<file path="config.mk">
export PLATFORM = sky130hd
export DESIGN_NAME = ocp_burst_reader
export DESIGN_NICKNAME = d
export VERILOG_FILES = /design/src/rtl/ocp_burst_reader.sv
export SDC_FILE = /design/constraint.sdc
export NUM_CORES = 1
export LEC_CHECK = 0
export ABC_AREA = 0
export CORE_AREA = 2 2 200 202
export CTS_CLUSTER_SIZE = 14
export DETAILED_ROUTE_END_ITERATION = 10
export DIE_AREA = 0 0 202 204
export MAX_ROUTING_LAYER = met4
export PLACE_DENSITY_LB_ADDON = 0.2
export SLEW_MARGIN = 20
export SYNTH_ARGS = -nofsm -noshare
export SYNTH_HDL_FRONTEND = slang
export SYNTH_SLANG_ARGS = --single-unit
</file>
<file path="constraint.sdc">
create_clock -name clk -period 3.7 [get_ports clk]
set_input_delay 1.11 -clock clk [delete_from_list [all_inputs] [get_ports clk]]
set_output_delay 1.11 -clock clk [all_outputs]
set_load 0.1 [all_outputs]
</file>
<file path="src/rtl/ocp_burst_reader.sv">
// ---------------------------------------------------------------------------
// ocp_burst_reader
//
// OCP slave in front of a small register bank. Single-word WR commands are
// posted: they write the bank and produce no response. RD commands return
// MBurstLength consecutive words as DVA beats, one beat per accepted
// response. A zero-length or out-of-range RD returns a single ERR beat.
//
// Optional feature macro: OCP_RD_WRAP_EN
//   undefined (default): an RD with MAddr + MBurstLength > Depth gets ERR.
//   defined            : such an RD is legal and the read pointer wraps
//                        modulo Depth.
//
// Ports:
//   clk           in   rising-edge clock
//   rst           in   asynchronous, active-low reset
//   MCmd          in   3'b000 IDLE, 3'b001 WR, 3'b010 RD; others act as IDLE
//   MAddr         in   word address / burst start address
//   MBurstLength  in   RD beat count (ignored for WR)
//   MData         in   write data
//   SCmdAccept    out  command accepted this cycle (1 exactly in IDLE)
//   SResp         out  2'b00 NULL, 2'b01 DVA, 2'b11 ERR (registered)
//   SData         out  read data, valid while SResp = DVA (registered)
//   MRespAccept   in   master takes the current response beat
// ---------------------------------------------------------------------------
module ocp_burst_reader #(
    parameter int Width = 32,
    parameter int Depth = 8,
    parameter int AW    = 3,
    parameter int BLW   = 4
) (
    input  logic             clk,
    input  logic             rst,
    input  logic [2:0]       MCmd,
    input  logic [AW-1:0]    MAddr,
    input  logic [BLW-1:0]   MBurstLength,
    input  logic [Width-1:0] MData,
    output logic             SCmdAccept,
    output logic [1:0]       SResp,
    output logic [Width-1:0] SData,
    input  logic             MRespAccept
);

    localparam logic [2:0] CMD_WR   = 3'b001;
    localparam logic [2:0] CMD_RD   = 3'b010;
    localparam logic [1:0] RESP_NUL = 2'b00;
    localparam logic [1:0] RESP_DVA = 2'b01;
    localparam logic [1:0] RESP_ERR = 2'b11;

    typedef enum logic [1:0] {
        S_IDLE = 2'b00,
        S_RESP = 2'b01,
        S_ERR  = 2'b10
    } state_t;

    state_t             r_state;
    logic [AW-1:0]      r_ptr;
    logic [BLW-1:0]     r_cnt;
    logic [1:0]         r_sresp;
    logic [Width-1:0]   r_sdata;
    logic [Width-1:0]   r_bank [Depth];

    logic               w_cmd_wr;
    logic               w_cmd_rd;
    logic               w_rd_legal;
    logic [AW-1:0]      w_ptr_next;

    // Commands are only sampled in IDLE, which also freezes the bank while
    // a burst is being returned.
    assign SCmdAccept = (r_state == S_IDLE);
    assign w_cmd_wr   = SCmdAccept && (MCmd == CMD_WR);
    assign w_cmd_rd   = SCmdAccept && (MCmd == CMD_RD);

    // AW-bit increment: wraps modulo Depth for free since Depth = 2**AW.
    // Without wrap support a legal burst never increments past Depth-1.
    assign w_ptr_next = r_ptr + 1'b1;

`ifdef OCP_RD_WRAP_EN
    assign w_rd_legal = (MBurstLength != '0);
`else
    // End-address sum is widened so MAddr + MBurstLength cannot overflow.
    localparam int SW = (AW + 2 > BLW + 1) ? AW + 2 : BLW + 1;
    logic [SW-1:0] w_sum;
    assign w_sum      = SW'(MAddr) + SW'(MBurstLength);
    assign w_rd_legal = (MBurstLength != '0) && (w_sum <= SW'(Depth));
`endif

    assign SResp = r_sresp;
    assign SData = r_sdata;

    // Response FSM with registered SResp/SData.
    // NOTE: sequential state uses non-blocking (<=) so every register sees
    // the pre-edge values of the others, matching real flip-flop behaviour.
    always_ff @(posedge clk or negedge rst) begin
        if (!rst) begin
            r_state <= S_IDLE;
            r_ptr   <= '0;
            r_cnt   <= '0;
            r_sresp <= RESP_NUL;
            r_sdata <= '0;
        end else begin
            case (r_state)
                S_IDLE: begin
                    if (w_cmd_rd) begin
                        if (w_rd_legal) begin
                            r_state <= S_RESP;
                            r_ptr   <= MAddr;
                            r_cnt   <= MBurstLength;
                            r_sresp <= RESP_DVA;
                            r_sdata <= r_bank[MAddr];
                        end else begin
                            r_state <= S_ERR;
                            r_sresp <= RESP_ERR;
                            r_sdata <= '0;
                        end
                    end
                end
                S_RESP: begin
                    if (MRespAccept) begin
                        if (r_cnt > BLW'(1)) begin
                            r_ptr   <= w_ptr_next;
                            r_cnt   <= r_cnt - 1'b1;
                            r_sdata <= r_bank[w_ptr_next];
                        end else begin
                            r_state <= S_IDLE;
                            r_sresp <= RESP_NUL;
                            r_sdata <= '0;
                        end
                    end
                end
                S_ERR: begin
                    if (MRespAccept) begin
                        r_state <= S_IDLE;
                        r_sresp <= RESP_NUL;
                        r_sdata <= '0;
                    end
                end
                default: begin
                    r_state <= S_IDLE;
                    r_sresp <= RESP_NUL;
                    r_sdata <= '0;
                end
            endcase
        end
    end

    // Register bank with posted single-word writes.
    // NOTE: the bank is built from flops with an async clear because reset
    // must leave every word at zero; a RAM macro could not meet that.
    always_ff @(posedge clk or negedge rst) begin
        if (!rst) begin
            for (int i = 0; i < Depth; i++) begin
                r_bank[i] <= '0;
            end
        end else if (w_cmd_wr) begin
            r_bank[MAddr] <= MData;
        end
    end

endmodule
</file>
Wiring heat map:
(2 px per um) 20 x 20 tiles, from white (low) to dark blue (high), scaled to the fullest tile. Values are wire area over tile area, all layers added.
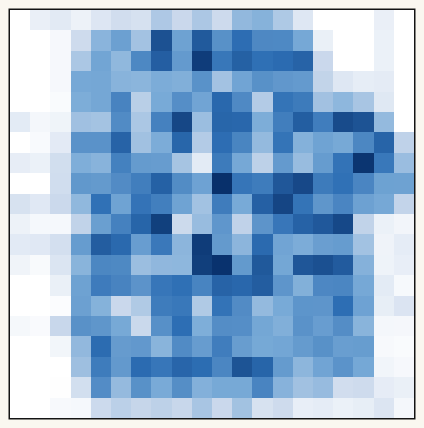
nearly empty tiles: 10%
tiles over half the peak: 48%
mean over tiles: 0.14
fullest tile: 0.34

Logic cells by family:
(2 px per um)
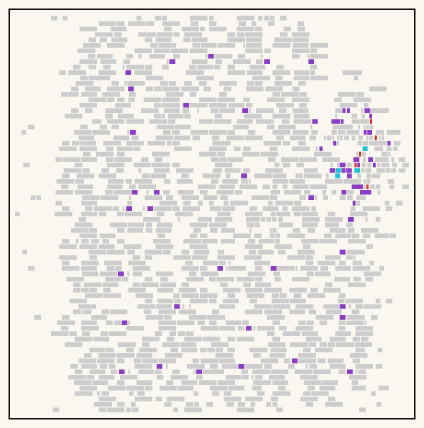
[aoi and oai cells] purple | cells: 56
[non-inverting ao/oa cells] cyan | cells: 4 | where: right middle
[inv cells] red | cells: 5
Comb area share: 42.00%
fin cells: 1618
most frequent logic cell in the layout: dfrtp_1

Clock network drawn from the DEF:
(2 px per um)
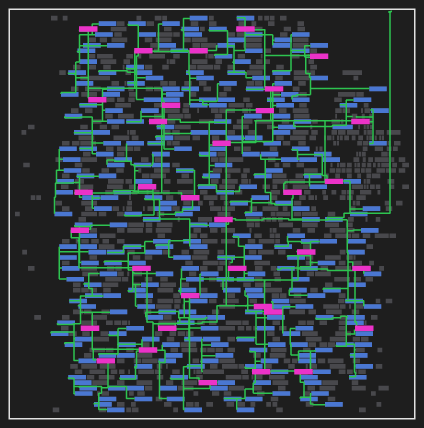
[clock-net drivers] magenta | count: 34
[clock wires] green | length: 4110 um
[flip-flops] blue | count: 298
routed clock nets: 35
Clk pwr share: 25.0%
clk_lat worst skew: 0.52 ns
Clk power: 3.46 mW
Clock Skews: 0.01779 ns

==> out/summary.txt <==
Logic area: 7589 sq um
DRT iter0 DRCs: 604
R2R Setup Slk: 1.08 ns
Run status: completed
P_leak: 7.951 nW
CTS Hold Bufs: 0
CLK BUF: 50
Reg power frac: 37.6%
IO buf count: 79
Reg2reg end: SData[11]
Main area contributors: dfrtp_1 (49%), mux4_2 (19%), mux2_2 (14%), mux2_1 (4.8%), mux2i_1 (4.3%)
Fin Hold WS: 0.5000 ns
Yosys top cell area share: 48.51%
Compound Share, Synth: 3.126%
Routed WL: 38530 um
Critical path's top delay family: AND-OR/OR-AND gates
Sequential share of cell area: 41.30%
Critical path arrival: 3.62 ns
Worst slew pin tran: 0.8225 ns
CTS H-tree depth: 2
Post-DP Area: 16910 sq um
Required @ worst endpoint: 4.12 ns
Synth top cell by count: dfrtp_1
Top cell class by occupied area: multi-input combinational cells
Total grt overflow: 0
Via count of the routed design: 9364
DIE AREA: 41210 sq um
I/O nets highlighted:
(2 px per um)
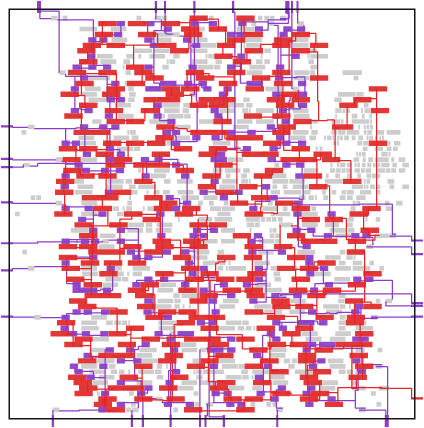
[rst] red | bits: 1 | direction: input | edge: right | end cells: 298 | wire: 2560 um
[MData] purple | bits: 32 | direction: input | edge: 10 top, 10 bottom, 7 left, 5 right | end cells: 256 | wire: 3330 um

Routing congestion:
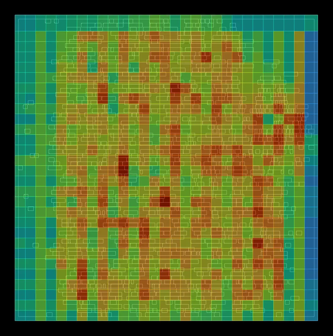
met3 Use GR: 2.806%
busiest grt layer: met2
GR Util met1: 26.96%
final core occ: 46.11%

Power figures rest on the tool's default switching activity, not on a simulated workload.
